`src/rtl/ff_bank_multimode.sv`:
```
// Multi-mode flip-flop bank: each bit acts as a D, T, JK or SR flip-flop chosen by a shared mode.
// Also reports changed bits, a sticky S=R=1 error flag and a saturating toggle count.
module ff_bank_multimode #(
  parameter int unsigned           WIDTH   = 8,
  parameter logic [WIDTH-1:0]      RST_VAL = '0,
  parameter int unsigned           CNT_W   = 16
) (
  input  logic             clk,
  input  logic             rst,
  input  logic             en,
  input  logic             clr,
  input  logic [1:0]       mode,
  input  logic [WIDTH-1:0] a,
  input  logic [WIDTH-1:0] b,
  input  logic             err_clr,
  input  logic             cnt_clr,
  output logic [WIDTH-1:0] q,
  output logic [WIDTH-1:0] chg,
  output logic             sr_err,
  output logic [CNT_W-1:0] tgl_cnt
);

  typedef enum logic [1:0] {
    MODE_D  = 2'b00,
    MODE_T  = 2'b01,
    MODE_JK = 2'b10,
    MODE_SR = 2'b11
  } mode_e;

  localparam logic [CNT_W:0] CNT_MAX = {1'b0, {CNT_W{1'b1}}};

  mode_e            mode_s;
  logic [WIDTH-1:0] q_next;
  logic [WIDTH-1:0] diff;
  logic [CNT_W:0]   pop;
  logic [CNT_W:0]   sum;
  logic [CNT_W-1:0] cnt_next;
  logic             err_set;

  always_comb begin
    mode_s = mode_e'(mode);
    q_next = q;
    if (clr) begin
      q_next = RST_VAL;
    end else if (en) begin
      unique case (mode_s)
        MODE_D:  q_next = a;
        MODE_T:  q_next = q ^ a;
        MODE_JK: q_next = (a & ~q) | (~b & q);
        // bits with S=R=1 keep their value instead of taking the forbidden input
        MODE_SR: q_next = (((q | a) & ~b) & ~(a & b)) | (q & a & b);
        default: q_next = q;
      endcase
    end
  end

  always_comb begin
    diff = q ^ q_next;
    pop  = '0;
    for (int unsigned i = 0; i < WIDTH; i++) begin
      pop = pop + {{CNT_W{1'b0}}, diff[i]};
    end
    sum      = {1'b0, tgl_cnt} + pop;
    cnt_next = (sum > CNT_MAX) ? '1 : sum[CNT_W-1:0];
  end

  always_comb begin
    err_set = ~clr & en & (mode_s == MODE_SR) & (|(a & b));
  end

  always_ff @(posedge clk or negedge rst) begin
    if (!rst) begin
      q       <= RST_VAL;
      chg     <= '0;
      sr_err  <= 1'b0;
      tgl_cnt <= '0;
    end else begin
      q       <= q_next;
      chg     <= diff;
      sr_err  <= err_set | (sr_err & ~err_clr);
      tgl_cnt <= cnt_clr ? '0 : cnt_next;
    end
  end

endmodule

```
`config.mk`:
```
export PLATFORM = sky130hd
export DESIGN_NAME = ff_bank_multimode
export DESIGN_NICKNAME = d
export VERILOG_FILES = /design/src/rtl/ff_bank_multimode.sv
export SDC_FILE = /design/constraint.sdc
export NUM_CORES = 1
export LEC_CHECK = 0
export ABC_CLOCK_PERIOD_IN_PS = 8610
export CORE_MARGIN = 3
export CORE_UTILIZATION = 48
export CTS_CLUSTER_SIZE = 40
export DETAILED_ROUTE_END_ITERATION = 16
export PLACE_DENSITY = 0.78
export SETUP_SLACK_MARGIN = 0.2
export SYNTH_ARGS = -nofsm -noshare
export SYNTH_HDL_FRONTEND = slang
export SYNTH_SLANG_ARGS = --single-unit
export TNS_END_PERCENT = 20
```
`constraint.sdc`:
```
create_clock -name clk -period 8.61 [get_ports clk]
set_input_delay 2.1525 -clock clk [delete_from_list [all_inputs] [get_ports clk]]
set_output_delay 2.1525 -clock clk [all_outputs]
set_load 0.03 [all_outputs]
```
==> summary.txt, run 1 <==
Vias in the first global route = 2141
Yosys chip area = 2480 um^2
Power density cells = 169 nW/um^2
Fraction of final layout cells sized beyond drive strength 1 = 5.41%
Status = finished clean
Clk ins delay skew pair = 290 ps
ANT cells = 0
Min Tclk post-route = 6830 ps
Depth of the CTS H-tree = 2
Yosys simple share = 12.5%
Compound Share, Synth = 21.1%
Nets = 383
TAP cells = 67
Final slew viol count = 0
Worst hold stages = 2
First-pass GRT wire length = 9960 um
Fp util = 51.1%
DIE AREA = 6060 um^2
Hold WC Path Type = reg2reg
Worst setup SP type = input port
Most common logic cells in the final layout = clkdlybuf4s50_1 (56), dfrtp_1 (33), inv_1 (31)
GR Overflow Total = 0
EDFF count, synth = 0
Clock-pin transition on the worst setup and hold timing paths = 80 ps
GPL Wtd Cong = 0.863
RSZ-0062 raised after global routing = false
Pwr top = combinational cells
Yosys top cell by instances = dfrtp_1
Port bufs = 56
Clock share of power = 28.4%
Non-clock inverter count = 33
Ys flops = 33
Logic share of the area = 46.5%
Critical path capture point type = flip-flop
Setup repair bufs after CTS = 0
Cts hold-fix bufs = 0
Worst slew pin tran = 712 ps
Register area = 826 um^2
Initial DRC Count = 58
R2r setup slk = 3770 ps
R2R Path End = tgl_cnt[0]
R2R depth = 17
Clock buffers = 6
Initial antenna violation count = 0
# Cells Yosys = 275
Relative slew margins = 52.4%
Critical path class = in2reg
Int Power = 0.356 mW
Ys Warns = 0
Area of the core = 4850 um^2
Post-synthesis cell count = 275
Bufs w/o clock = 57
Peak VDD IR = 0.000111 V
Logic area = 1490 um^2
Syn_nets = 326
Comb pwr = 0.209 mW
Tot GR Track Use = 20.4%
CP Capture Point = tgl_cnt[0]
Post-route cell area = 3220 um^2
Top class by area = multi-input combinational cells
Total Power = 0.545 mW
Largest type area fraction = 33.3%
Static Leak = 1.46 nW
Synth area leader = dfrtp_1
Post-route ant nets = 0
DRC = 0
Synth cell count leaders = dfrtp_1 (33), inv_1 (31), nand2_1 (28)
Period utilisation layout = 79.3%
run 1: metal layers:
metal  GRT usage (%)  vias to the layer above  routed length [um]  share of wire (%)
met1            25.5                     1018                2520                 44
met2            34.2                       56                2750                 48
met3            4.87                        8                 342                6.0
met5               0                        -                   0                  0
met4            7.47                        0                  97                1.7
li1                -                     1077                   -                  -
run 1: critical path, cell delays in order:
cell             delay [ps]
clkdlybuf4s50_1         930
nand2_1                 250
o22ai_1                 200
o221ai_2                160
mux2_1                  350
fa_1                    450
fa_1                    510
fa_1                    430
fa_1                    390
inv_1                    80
fa_1                    190
nand3_1                 110
a21oi_2                 280
nand2_1                 310
a21oi_1                 240
run 1: registers in the layout, summed over array words and instances (netlist names):
name and cells:
chg 8, q 8, sr_err 1, tgl_cnt 16
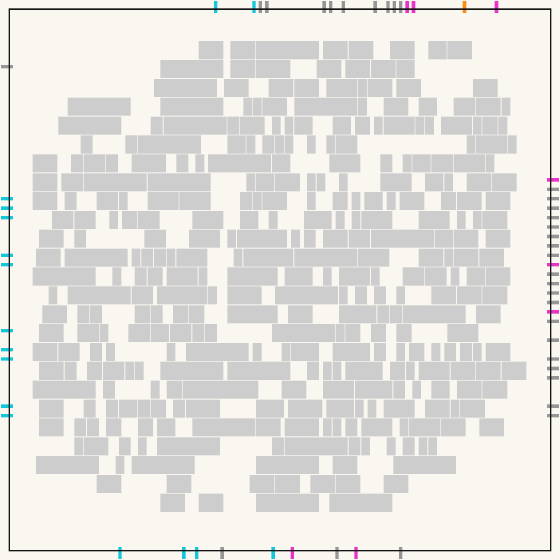
**Above:** run 1 (ports around the boundary).
Pins as bars across the die edge, other pins in grey.
tgl_cnt -> cyan  # pins 16, direction output, edge 10 left, 4 bottom, 2 top
rst -> orange  # pins 1, direction input, edge top
q -> magenta  # pins 8, direction output, edge 3 right, 3 top, 2 bottom
all pins by edge = 22 right, 15 top, 11 left, 9 bottom

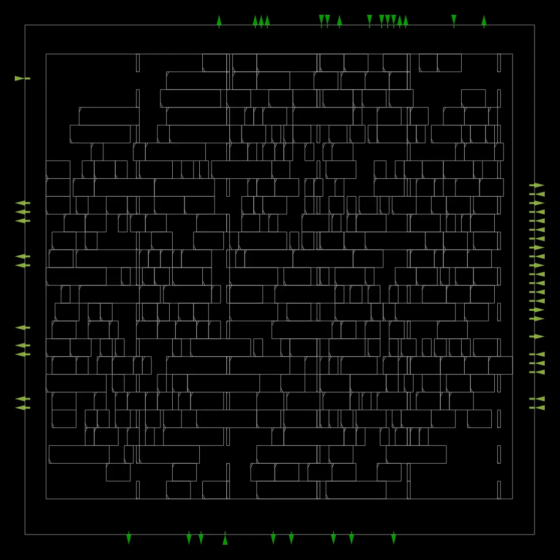
**Above:** run 1 (placed standard cells).
Fill cells: 424
Seq/total area: 25.7%
row cnt: 25
Final Util: 66.3%
non-filler cells, final: 400

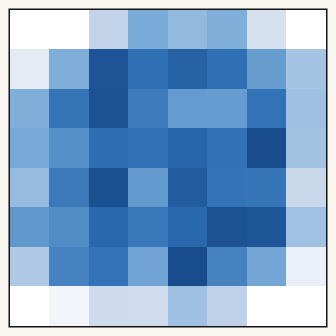
**Above:** run 1 (placement density heat map).
The die is cut into 8 by 8 equal tiles; white is low, dark blue is high, 0 to 100% covered.
densest ninth of the die = centre
nearly empty tiles = 9.4%
tiles over 75% full = 19%
fullest tile = 89%

==> inputs of run 2 (changes only) <==
--- a/config.mk
+++ b/config.mk
@@ -5,9 +5,9 @@
 export SDC_FILE = /design/constraint.sdc
 export NUM_CORES = 1
 export LEC_CHECK = 0
-export ABC_CLOCK_PERIOD_IN_PS = 8610
+export ABC_CLOCK_PERIOD_IN_PS = 6040
 export CORE_MARGIN = 3
-export CORE_UTILIZATION = 48
+export CORE_UTILIZATION = 46
 export CTS_CLUSTER_SIZE = 40
 export DETAILED_ROUTE_END_ITERATION = 16
 export PLACE_DENSITY = 0.78
==> constraint.sdc (replaced) <==
create_clock -name clk -period 6.04 [get_ports clk]
set_input_delay 1.51 -clock clk [delete_from_list [all_inputs] [get_ports clk]]
set_output_delay 1.51 -clock clk [all_outputs]
set_load 0.03 [all_outputs]
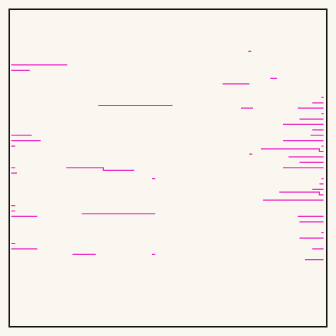
**Above:** run 2 (metal 3).
main direction = horizontal
wire length on this layer = 254 um
share of all routed wire = 4.2%
longest straight run = 18.4 um
nets with wire on the layer = 43

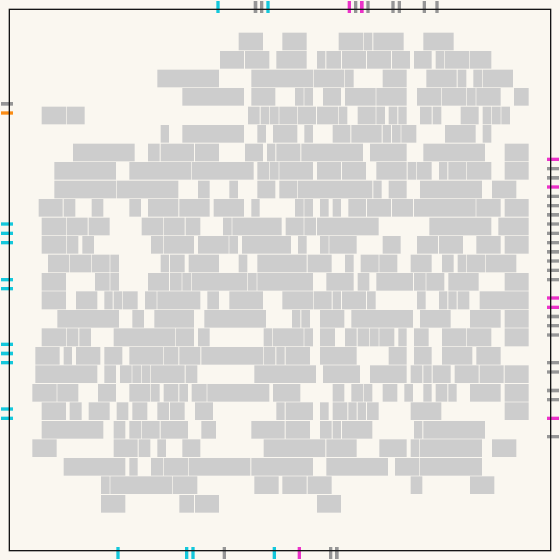
**Above:** run 2 (ports around the boundary).
Pins as bars across the die edge, other pins in grey.
tgl_cnt -> cyan  # pins 16, direction output, edge 10 left, 4 bottom, 2 top
rst -> orange  # pins 1, direction input, edge left
q -> magenta  # pins 8, direction output, edge 5 right, 2 top, 1 bottom

==> run 2 against run 1 <==
Clock skew up 0.98 ps. Total power up 46%. Worst hold slack better by 17 ps. Cell count rose by 5.3%. Worst setup slack worse by 1400 ps. Synthesized cell count unchanged. Count of clock-buffer cells in the layout is 1 higher. Wire length is 5.3% higher. Sequential share of layout area is 1.6 points lower. Critical path depth increased by 4. Final area grew 6.8%. Critical path type unchanged. Largest power group unchanged.
==> summary.txt, run 2 <==
Status = finished clean
Worst hold stages = 2 (unchanged)
Clock share of power = 26.8% (-1.6 points)
Syn_nets = 326 (unchanged)
Post-route cell area = 3430 um^2 (+6.8%)
Worst setup SP type = input port
Yosys top cell by instances = dfrtp_1
Largest Register = tgl_cnt
Met1 WL = 2690 um (+6.6%)
Min Tclk post-route = 5620 ps
Fill cells = 425 (+0.24%)
Pwr top = combinational cells
Tot GR Track Use = 19.7% (-0.74 points)
Non-filler cells, final = 421 (+5.3%)
Depth of the CTS H-tree = 2 (unchanged)
EDFF count, synth = 0 (unchanged)
Critical path's top delay family = adder cells
Ys Warns = 0 (unchanged)
Initial antenna violation count = 0 (unchanged)
Int Power = 0.523 mW (+47%)
Critical path capture point type = flip-flop
Top class by area = multi-input combinational cells
R2R Path End = tgl_cnt[10]
WP buf/inv = 4 (+2)
Period utilisation layout = 93.1%
TAP cells = 70 (+4.5%)
Peak VDD IR = 0.000155 V (+39%)
Final Util = 66.4% (about the same)
CP Cell Sequence = clkdlybuf4s50_1 > inv_1 > ha_1 > or2_1 > a311oi_2 > a21o_1 > mux2i_1 > o21a_1 > fa_1 > fa_1 > fa_2 > inv_2 > fa_2 > nand3_4 > a21oi_4 > buf_6 > nand3_1 > mux2i_1 > nor2_1
ANT cells = 0 (unchanged)
Worst slew pin tran = 632 ps (-80.3 ps)
DRC = 0 (unchanged)
Vias in the first global route = 2157 (+0.75%)
R2r setup slk = 1290 ps (-2480 ps)
Yosys simple share = 12.5% (unchanged)
Initial DRC Count = 106 (+83%)
Critical path's slowest cell = clkdlybuf4s50_1
Setup repair bufs after CTS = 0 (unchanged)
Nets = 401 (+4.7%)
# Cells Yosys = 275 (unchanged)
Seq/total area = 24.1% (-1.6 points)
Logic share of the area = 44.5% (-2.0 points)
Register area = 826 um^2 (unchanged)
Clock-pin transition on the worst setup and hold timing paths = 70 ps (about the same)
GPL Wtd Cong = 0.855 (-0.94%)
Hold WC Path Type = reg2reg
Row cnt = 26 (+4.0%)
Post-route ant nets = 0 (unchanged)
GR Overflow Total = 0 (unchanged)
Bufs w/o clock = 75 (+32%)
Relative slew margins = 57.7% (+5.4 points)
Cts hold-fix bufs = 0 (unchanged)
Total Power = 0.797 mW (+46%)
RSZ-0062 raised after global routing = false
Clk ins delay skew pair = 280 ps (about the same)
Max Fanout on Critical Path = 4
Ys flops = 33 (unchanged)
Non-clock inverter count = 33 (unchanged)
Static Leak = 1.61 nW (+11%)
Compound Share, Synth = 21.1% (unchanged)
Synth cell count leaders = dfrtp_1 (33), inv_1 (31), nand2_1 (28)
Top Metal Used = met4
Comb pwr = 0.325 mW (+56%)
Port bufs = 56 (unchanged)
Post-synthesis cell count = 275 (unchanged)
Most common logic cells in the final layout = clkdlybuf4s50_1 (50), dfrtp_1 (33), inv_1 (30)
Final slew viol count = 0 (unchanged)
Met2 WL = 2990 um (+8.4%)
DIE AREA = 6310 um^2 (+4.0%)
Fp util = 47.9% (-3.2 points)
Critical path class = in2reg
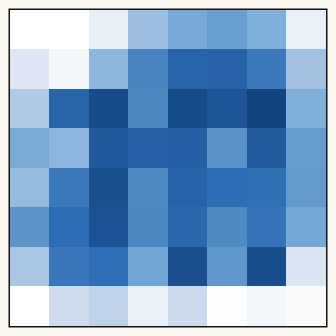
**Above:** run 2 (placement density heat map).
The die is cut into 8 by 8 equal tiles; white is low, dark blue is high, 0 to 100% covered.
nearly empty tiles = 6.2%
densest ninth of the die = centre
emptiest ninth of the die = upper left
mean over tiles = 53%
tiles over 75% full = 30%

-- run 2: cell counts after synthesis --
Identical to the previous run, type by type.
-- run 2: kinds of logic after synthesis --
| kind of cell | after synthesis |
|---|---|
| buf+inv | 40 |
| xor+xnor | 8 |
| fa+ha+maj | 27 |
| simple gates | 69 |
| flops | 33 |
| compound gates | 77 |
| mux | 21 |
-- run 2: worst max path at each step --
stage | startpoint | to | cells after the start
finish | a[7] | tgl_cnt[10] | 19
global route | a[2] | tgl_cnt[10] | 20
CTS | a[2] | tgl_cnt[10] | 20
detailed placement | a[2] | tgl_cnt[11] | 18
global placement | a[2] | tgl_cnt[1] | 18
floorplan | a[2] | tgl_cnt[12] | 18
-- run 2: per-layer routing --
metal	vias up	track usage, %
met3	8	3.84
li1	1112	-
met5	-	0
met1	1070	25.3
met4	0	6.01
met2	52	33.4
==> inputs of run 3 (changes only) <==
--- a/config.mk
+++ b/config.mk
@@ -6,11 +6,13 @@
 export NUM_CORES = 1
 export LEC_CHECK = 0
 export ABC_CLOCK_PERIOD_IN_PS = 6040
+export CELL_PAD_IN_SITES_DETAIL_PLACEMENT = 0
+export CELL_PAD_IN_SITES_GLOBAL_PLACEMENT = 1
 export CORE_MARGIN = 3
-export CORE_UTILIZATION = 46
+export CORE_UTILIZATION = 34
 export CTS_CLUSTER_SIZE = 40
 export DETAILED_ROUTE_END_ITERATION = 16
-export PLACE_DENSITY = 0.78
+export PLACE_DENSITY = 0.77
 export SETUP_SLACK_MARGIN = 0.2
 export SYNTH_ARGS = -nofsm -noshare
 export SYNTH_HDL_FRONTEND = slang
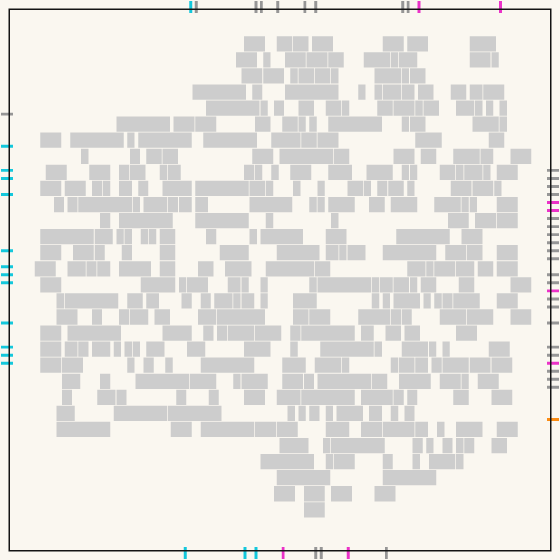
**Above:** run 3 (ports around the boundary).
Pins as bars across the die edge, other pins in grey.
DIE WIDTH: 91.4 um
port bufs: 56
die height: 91.4 um

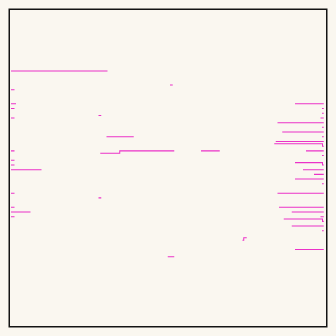
**Above:** run 3 (metal 3).
wire length on this layer = 245 um
main direction = horizontal

==> run 3 against run 2 <==
Clock skew is 3.4 ps lower. Cell count up 8.8%. Utilization down 16 points.
==> summary.txt, run 3 <==
Status = finished clean
Top cells by area = dfrtp_1 (33%), ha_1 (11%), mux2i_1 (6.9%), inv_1 (4.7%), nand2_1 (4.2%)
Setup repair bufs after CTS = 4 (+4)
Ys flop type = dfrtp_1
CTS root buf = clkbuf_8
EDFF count, synth = 0 (unchanged)
Row cnt = 30 (+15%)
Power density cells = 216 nW/um^2
Clk ins delay skew pair = 290 ps (about the same)
CP Cell Sequence = dlygate4sd2_1 > inv_1 > ha_1 > or2_1 > a311oi_1 > a21o_1 > mux2i_1 > o21a_1 > fa_1 > fa_1 > fa_1 > fa_2 > inv_2 > fa_2 > nand3_2 > a21oi_4 > and3_4 > a31oi_1 > o21a_1
Worst slew pin tran = 649 ps (+16.7 ps)
Critical path's top delay family = adder cells
Tot GR Track Use = 15.9% (-3.8 points)
Relative slew margins = 56.6% (-1.1 points)
Static Leak = 1.60 nW (-0.75%)
GPL Wtd Cong = 0.794 (-7.1%)
Nets = 412 (+2.7%)
Mapped cell area = 2480 um^2
Max Fanout on Critical Path = 7 (+3)
Most common logic cells in the final layout = clkdlybuf4s50_1 (52), dfrtp_1 (33), inv_1 (30), buf_4 (30), nand2_1 (28)
Dpl ws = -197 ps
Fin Setup TNS = 0 ps
Worst setup SP type = input port
DIE AREA = 8350 um^2 (+32%)
Fill cells = 670 (+58%)
Largest Register = tgl_cnt
Yosys top cell by instances = dfrtp_1
Met1 WL = 3050 um (+13%)
Sequential fraction of the synthesis area = 33.3%
Post-placement cell count = 445
Commonest Layout Cell = clkdlybuf4s50_1
Int Power = 0.478 mW (-8.6%)
Cts hold-fix bufs = 0 (unchanged)
Vias in the first global route = 2214 (+2.6%)
Ys Warns = 0 (unchanged)
Met3 Usage GRT = 3.15% (-0.69 points)
Net Sw Power = 0.272 mW
Vias/cell = 4.93
Yosys simple share = 12.5% (unchanged)
Post-route cell area = 3460 um^2 (+0.91%)
WP data required = 6220 ps
WP buf/inv = 3 (-1)
GRT met2 Usage = 25.4% (-7.9 points)
Sequential fraction of design power = 34.5%
Combinational power share = 44.0%
# clock sinks = 33
Clock-pin transition on the worst setup and hold timing paths = 70 ps (about the same)
GR peak layer = met2
Ys flops = 33 (unchanged)
DRC = 0 (unchanged)
Comb pwr = 0.330 mW (+2%)
Top non-seq family = AND-OR/OR-AND gates
Critical path's slowest cell = fa_1
Critical path capture point type = flip-flop
ANT cells = 0 (unchanged)
Total Power = 0.750 mW (-5.9%)
Worst-case hold slack = 536 ps
GR Overflow Total = 0 (unchanged)
Pwr top = combinational cells
RSZ-0062 raised after global routing = false
Peak VDD IR = 0.0000964 V (-38%)
Worst stage delay on the critical path = 530 ps
Fp util = 35.7% (-12 points)
GR Util met1 = 21.4% (-3.9 points)
Final slew viol count = 0 (unchanged)
Detail Route met3 WL = 244 um
Post-route ant nets = 0 (unchanged)
Mux area share = 8.68%
Area of the core = 6940 um^2
Xor/xnor share = 2.83%
Critical path class = in2reg
Compound Share, Synth = 21.1% (unchanged)
Synth cell count leaders = dfrtp_1 (33), inv_1 (31), nand2_1 (28)
Syn_nets = 326 (unchanged)
Min Tclk post-route = 5610 ps (-7.06 ps)
Register area = 826 um^2 (unchanged)
Period utilisation layout = 92.9% (-0.12 points)
Depth of the CTS H-tree = 2 (unchanged)
Top Metal Used = met4
Power Clock = 0.161 mW
Logic area = 1520 um^2
# Cells Yosys = 275 (unchanged)
Clock share of power = 21.5% (-5.3 points)
Hold WC Path Type = reg2reg
Post-synthesis cell count = 275 (unchanged)
Initial DRC Count = 88 (-17%)
Initial antenna violation count = 0 (unchanged)
Met2 WL = 2920 um (-2.3%)
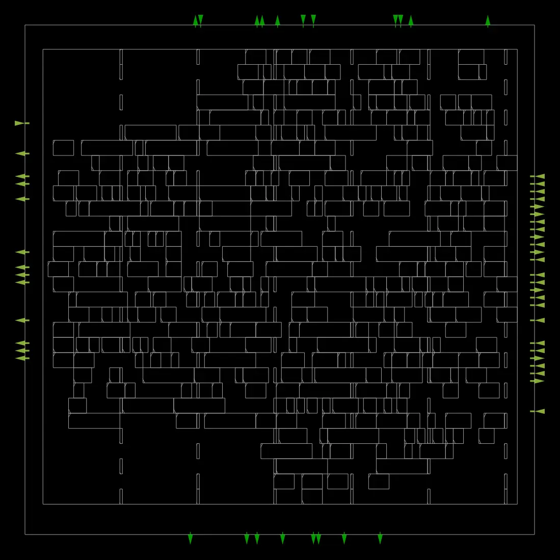
**Above:** run 3 (placed standard cells).
TAP cells: 96
Seq/total area: 23.8%
non-filler cells, final: 458
Final Util: 49.9%

## run 3: cell counts after synthesis
No cell type changed its count.
## run 3: final timing paths
check | startpoint | end | slack (ps) | cells after the start
setup / recovery | a[2] | tgl_cnt[12] | 430 | 19
max in group asynchronous | rst | q[5] | 4090 | 2
hold / removal | sr_err | sr_err | 540 | 2
min in group asynchronous | rst | q[1] | 1640 | 2
setup reg to reg | q[2] | tgl_cnt[12] | 1350 | 18
hold reg to reg | sr_err | sr_err | 540 | 2
## run 3: layout make-up
type / count / area share, %
inverter: 33 / 3.58
sequential: 33 / 23.8
clock buffer: 8 / 2.31
multi-input combinational: 202 / 44.0
tap: 96 / 3.47
timing repair buffer: 86 / 22.9
Power is estimated from default activity; no workload was simulated.
